<file path="src/rtl/imm_enc_if.sv">
// imm_enc_if: request/result handshake bundle for imm_encoder.
interface imm_enc_if;
    logic        in_valid;
    logic        in_ready;
    logic [31:0] in_imm;
    logic [2:0]  in_fmt;
    logic [31:0] in_base;
    logic        out_valid;
    logic        out_ready;
    logic [31:0] out_instr;
    logic [1:0]  out_err;
    logic        out_rt_fail;
    modport master (
        output in_valid, in_imm, in_fmt, in_base, out_ready,
        input  in_ready, out_valid, out_instr, out_err, out_rt_fail
    );
    modport slave (
        input  in_valid, in_imm, in_fmt, in_base, out_ready,
        output in_ready, out_valid, out_instr, out_err, out_rt_fail
    );
endinterface

</file>
<file path="src/rtl/imm_encoder.sv">
// imm_encoder: scatters a decoder-scaled immediate into an instruction word, 2-stage valid/ready pipe.
// Define IMM_ENC_RT_CHECK_EN to build the decode-back round-trip checker driving out_rt_fail.
module imm_encoder #(
    parameter int ERR_CNT_W = 8
) (
    input  logic                 clk,
    input  logic                 rst,
    imm_enc_if.slave             bus,
    output logic [ERR_CNT_W-1:0] err_cnt
);
    logic        s1_valid;
    logic [2:0]  s1_fmt;
    logic [31:0] s1_base;
    logic [19:0] s1_imm;
    logic [1:0]  s1_err;
    logic        s1_adv;
    logic        s2_adv;
    logic        hi12_ok;
    logic        hi20_ok;
    logic [1:0]  chk_err;
    logic [31:0] merged;
    logic        rt_fail;

    assign s2_adv      = !bus.out_valid | bus.out_ready;
    assign s1_adv      = !s1_valid | s2_adv;
    assign bus.in_ready = s1_adv;
    assign hi12_ok     = &bus.in_imm[31:11] | ~|bus.in_imm[31:11];
    assign hi20_ok     = &bus.in_imm[31:19] | ~|bus.in_imm[31:19];
    assign chk_err     = bus.in_fmt > 3'd4 ? 2'b10 :
                         ((bus.in_fmt >= 3'd3 ? hi20_ok : hi12_ok) ? 2'b00 : 2'b01);

    always_comb begin
        merged = s1_base;
        case (s1_fmt)
            3'd0: merged = {s1_imm[11:0], s1_base[19:0]};
            3'd1: merged = {s1_imm[11:5], s1_base[24:12], s1_imm[4:0], s1_base[6:0]};
            3'd2: merged = {s1_imm[11], s1_imm[9:4], s1_base[24:12], s1_imm[3:0], s1_imm[10], s1_base[6:0]};
            3'd3: merged = {s1_imm[19:0], s1_base[11:0]};
            3'd4: merged = {s1_imm[19], s1_imm[9:0], s1_imm[10], s1_imm[18:11], s1_base[11:0]};
            default: merged = s1_base;
        endcase
    end

`ifdef IMM_ENC_RT_CHECK_EN
    logic [31:0] rt_dec;
    logic [31:0] rt_ref;
    always_comb begin
        rt_dec = 32'd0;
        case (s1_fmt)
            3'd0: rt_dec = {{20{merged[31]}}, merged[31:20]};
            3'd1: rt_dec = {{20{merged[31]}}, merged[31:25], merged[11:7]};
            3'd2: rt_dec = {{20{merged[31]}}, merged[31], merged[7], merged[30:25], merged[11:8]};
            3'd3: rt_dec = {{12{merged[31]}}, merged[31:12]};
            3'd4: rt_dec = {{12{merged[31]}}, merged[31], merged[19:12], merged[20], merged[30:21]};
            default: rt_dec = 32'd0;
        endcase
        rt_ref  = s1_fmt >= 3'd3 ? {{12{s1_imm[19]}}, s1_imm} : {{20{s1_imm[11]}}, s1_imm[11:0]};
        rt_fail = s1_err != 2'b10 && rt_dec != rt_ref;
    end
`else
    assign rt_fail = 1'b0;
`endif

    // Payload registers carry no reset; s1_valid qualifies them.
    always_ff @(posedge clk) begin
        if (s1_adv && bus.in_valid) begin
            s1_fmt  <= bus.in_fmt;
            s1_base <= bus.in_base;
            s1_imm  <= bus.in_imm[19:0];
            s1_err  <= chk_err;
        end
    end

    always_ff @(posedge clk or posedge rst) begin
        if (rst) begin
            s1_valid        <= 1'b0;
            bus.out_valid   <= 1'b0;
            bus.out_instr   <= 32'd0;
            bus.out_err     <= 2'b00;
            bus.out_rt_fail <= 1'b0;
            err_cnt         <= '0;
        end else begin
            if (s1_adv) s1_valid <= bus.in_valid;
            if (s2_adv) bus.out_valid <= s1_valid;
            if (s2_adv && s1_valid) begin
                bus.out_instr   <= merged;
                bus.out_err     <= s1_err;
                bus.out_rt_fail <= rt_fail;
            end
            if (bus.out_valid && bus.out_ready && |bus.out_err && !(&err_cnt))
                err_cnt <= err_cnt + {{(ERR_CNT_W-1){1'b0}}, 1'b1};
        end
    end
endmodule
</file>
<file path="src/flat_wrapper.sv">
// flat-port wrapper written by rule: the top's interface ports become plain ports
module imm_encoder_flat 
#(
    parameter int ERR_CNT_W = 8
)
  (clk, rst, err_cnt, bus_in_valid, bus_in_imm, bus_in_fmt, bus_in_base, bus_out_ready, bus_in_ready, bus_out_valid, bus_out_instr, bus_out_err, bus_out_rt_fail);
  imm_enc_if bus_i ();
  input  logic clk;
  input  logic rst;
  output logic [ERR_CNT_W-1:0] err_cnt;
  input wire logic [$bits(bus_i.in_valid)-1:0] bus_in_valid;
  input wire logic [$bits(bus_i.in_imm)-1:0] bus_in_imm;
  input wire logic [$bits(bus_i.in_fmt)-1:0] bus_in_fmt;
  input wire logic [$bits(bus_i.in_base)-1:0] bus_in_base;
  input wire logic [$bits(bus_i.out_ready)-1:0] bus_out_ready;
  output wire logic [$bits(bus_i.in_ready)-1:0] bus_in_ready;
  output wire logic [$bits(bus_i.out_valid)-1:0] bus_out_valid;
  output wire logic [$bits(bus_i.out_instr)-1:0] bus_out_instr;
  output wire logic [$bits(bus_i.out_err)-1:0] bus_out_err;
  output wire logic [$bits(bus_i.out_rt_fail)-1:0] bus_out_rt_fail;
  assign bus_i.in_valid = bus_in_valid;
  assign bus_i.in_imm = bus_in_imm;
  assign bus_i.in_fmt = bus_in_fmt;
  assign bus_i.in_base = bus_in_base;
  assign bus_i.out_ready = bus_out_ready;
  assign bus_in_ready = bus_i.in_ready;
  assign bus_out_valid = bus_i.out_valid;
  assign bus_out_instr = bus_i.out_instr;
  assign bus_out_err = bus_i.out_err;
  assign bus_out_rt_fail = bus_i.out_rt_fail;
  imm_encoder #(.ERR_CNT_W(ERR_CNT_W)) u_core (.clk(clk), .rst(rst), .bus(bus_i), .err_cnt(err_cnt));
endmodule
</file>
<file path="config.mk">
export PLATFORM = sky130hd
export DESIGN_NAME = imm_encoder_flat
export DESIGN_NICKNAME = d
export VERILOG_FILES = /design/src/rtl/imm_enc_if.sv /design/src/rtl/imm_encoder.sv /design/src/flat_wrapper.sv
export SDC_FILE = /design/constraint.sdc
export NUM_CORES = 1
export LEC_CHECK = 0
export CORE_MARGIN = 2
export CORE_UTILIZATION = 35
export CTS_BUF_LIST = sky130_fd_sc_hd__clkbuf_8
export CTS_CLUSTER_DIAMETER = 100
export DETAILED_ROUTE_END_ITERATION = 7
export MAX_ROUTING_LAYER = met4
export SETUP_SLACK_MARGIN = 0.02
export SYNTH_ARGS = -nofsm -noshare
export SYNTH_HDL_FRONTEND = slang
export SYNTH_SLANG_ARGS = --single-unit
</file>
<file path="constraint.sdc">
create_clock -name clk -period 2.55 [get_ports clk]
set_input_delay 0.3825 -clock clk [delete_from_list [all_inputs] [get_ports clk]]
set_output_delay 0.3825 -clock clk [all_outputs]
set_load 0.01 [all_outputs]
</file>
==> flow_summary.ini <==
; flow metrics
[synthesis]
yosys.area.top_type = edfxtp_1
common_cells = 65 x nand2_1, 57 x edfxtp_1, 44 x dfrtp_1
ys_ff = 101
xor_share_pct = 1.37
edf_count = 57
syn_nets = 458
synth_area_per_cell_um2 = 11.6
ff_type = edfxtp_1
top_cell = nand2_1
top_area_share_pct = 38.2
compound_area_share_pct = 14.1
simple_gate_area_share_pct = 15.2

[floorplan]
die_h_um = 117
rows = 41
ios = 116

[global_route]
busiest_layer = met2
grt_pass1_wl_um = 16700
use_met2_pct = 25.0
overflow = 0
use_met1_pct = 22.9
grt_max_degree = 58
grt_pass1_vias = 3245

[placed_design]
dpl_cell_area_um2 = 5790
post-place-cells = 657
gp_congestion = 0.853

[sta]
finalSetupViolCount = 0
tns_ps = 0
max_freq_mhz = 518
fin_hold_ws_ps = 271
slew_headroom_pct = 57.9
drv_slew = 0
hold_viol = 0
period_used_pct = 75.8

[drt]
drt_iter0_markers = 239
first_pass_iters = 5
met1Wirelength_um = 4920
dr_wl_met2_um = 5020
ant_nets = 0
route.top_layer_used = met4

[pwr]
power.group.top = sequential cells
power_switching_mw = 1.12
totalPowerFinal_mw = 3.97
pwr-share-comb_pct = 23.3
pwr-share-clk_pct = 23.3

[setup_path]
crit_type = primary input to primary output
end_kind = primary output
worstPathArrival_ps = 1550
cp_max_fo = 3
cp.depth = 3
reg2reg_slack_ps = 660
critical_path.slowest_cell = clkdlybuf4s50_1
cp_slowest_stage_delay_ps = 550
reg2reg_from = u_core.s1_fmt[2]$_DFFE_PP_
worst_ep_required_time_ps = 2170
endpoint = bus_in_ready

[outcome]
status = finished clean

[clock_network]
cts_hold_buf = 0
clk_path_buf_depth = 2
cts_max_level = 3
cts_root_buf = clkbuf_8

[cells_and_area]
buf_share_pct = 20.7
areaGrowthSynthToFinish_pct = 33.2
num-nonclk-buffers = 123
layout_top_cells = 114 x clkdlybuf4s50_1, 65 x nand2_1, 57 x edfxtp_1, 44 x dfrtp_1, 35 x nor2_1
combGateArea_um2 = 1520
fin_cells = 673

[min_path]
hp-class = primary input to asynchronous set/reset pin

[flow_run]
maxCapViolations = 0
Figure 1. Wire density map.
The die is cut into 23 by 23 equal tiles; dark purple is low, yellow is high, scaled to the fullest tile. Values are wire area over tile area, all layers added.
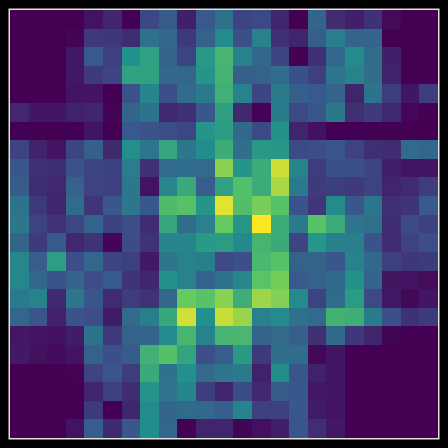
tiles over half the peak = 14%
nearly empty tiles = 17%
mean over tiles = 0.12
densest ninth of the die = middle
fullest tile = 0.47
overall routing resource usage: 16.8%
WL final: 10,600 um
vias: 3,310
wire per inst: 15.8 um

Figure 2. Where the registers sit.
Scale bar: 20 um. Other sequential cells in the stronger grey, the rest of the logic in the fainter grey.
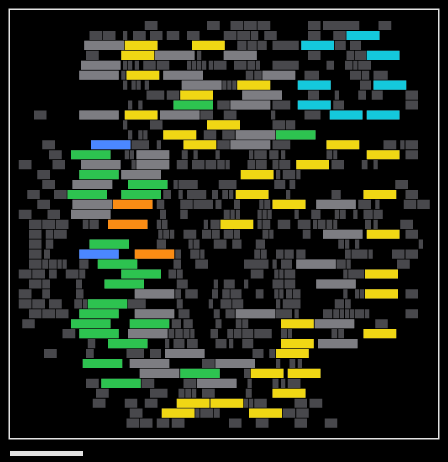
green -> u_core.s1_imm  # sequential cells 20
orange -> u_core.s1_fmt  # sequential cells 3
blue -> u_core.s1_err  # sequential cells 2
cyan -> u_core.err_cnt  # sequential cells 8, where top right
yellow -> u_core.bus.out_instr  # sequential cells 32
not coloured = 36
P_seq: 2.12 mW
final core area utilization: 47.5%
FF+latch area: 2810 um^2
fraction of area in registers: 47.1%

Figure 3. The clock network.
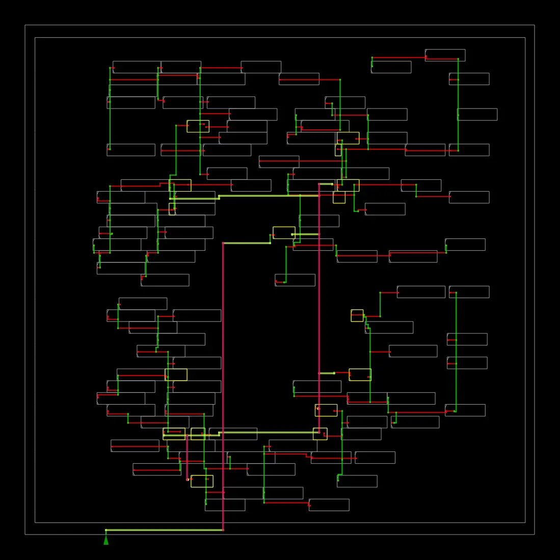
P_clk: 923 uW
layout sequential cell count: 101
latest clock arrival within the worst-skew pair: 370 ps

No activity file was given, so power comes from the tool's default toggle rates.
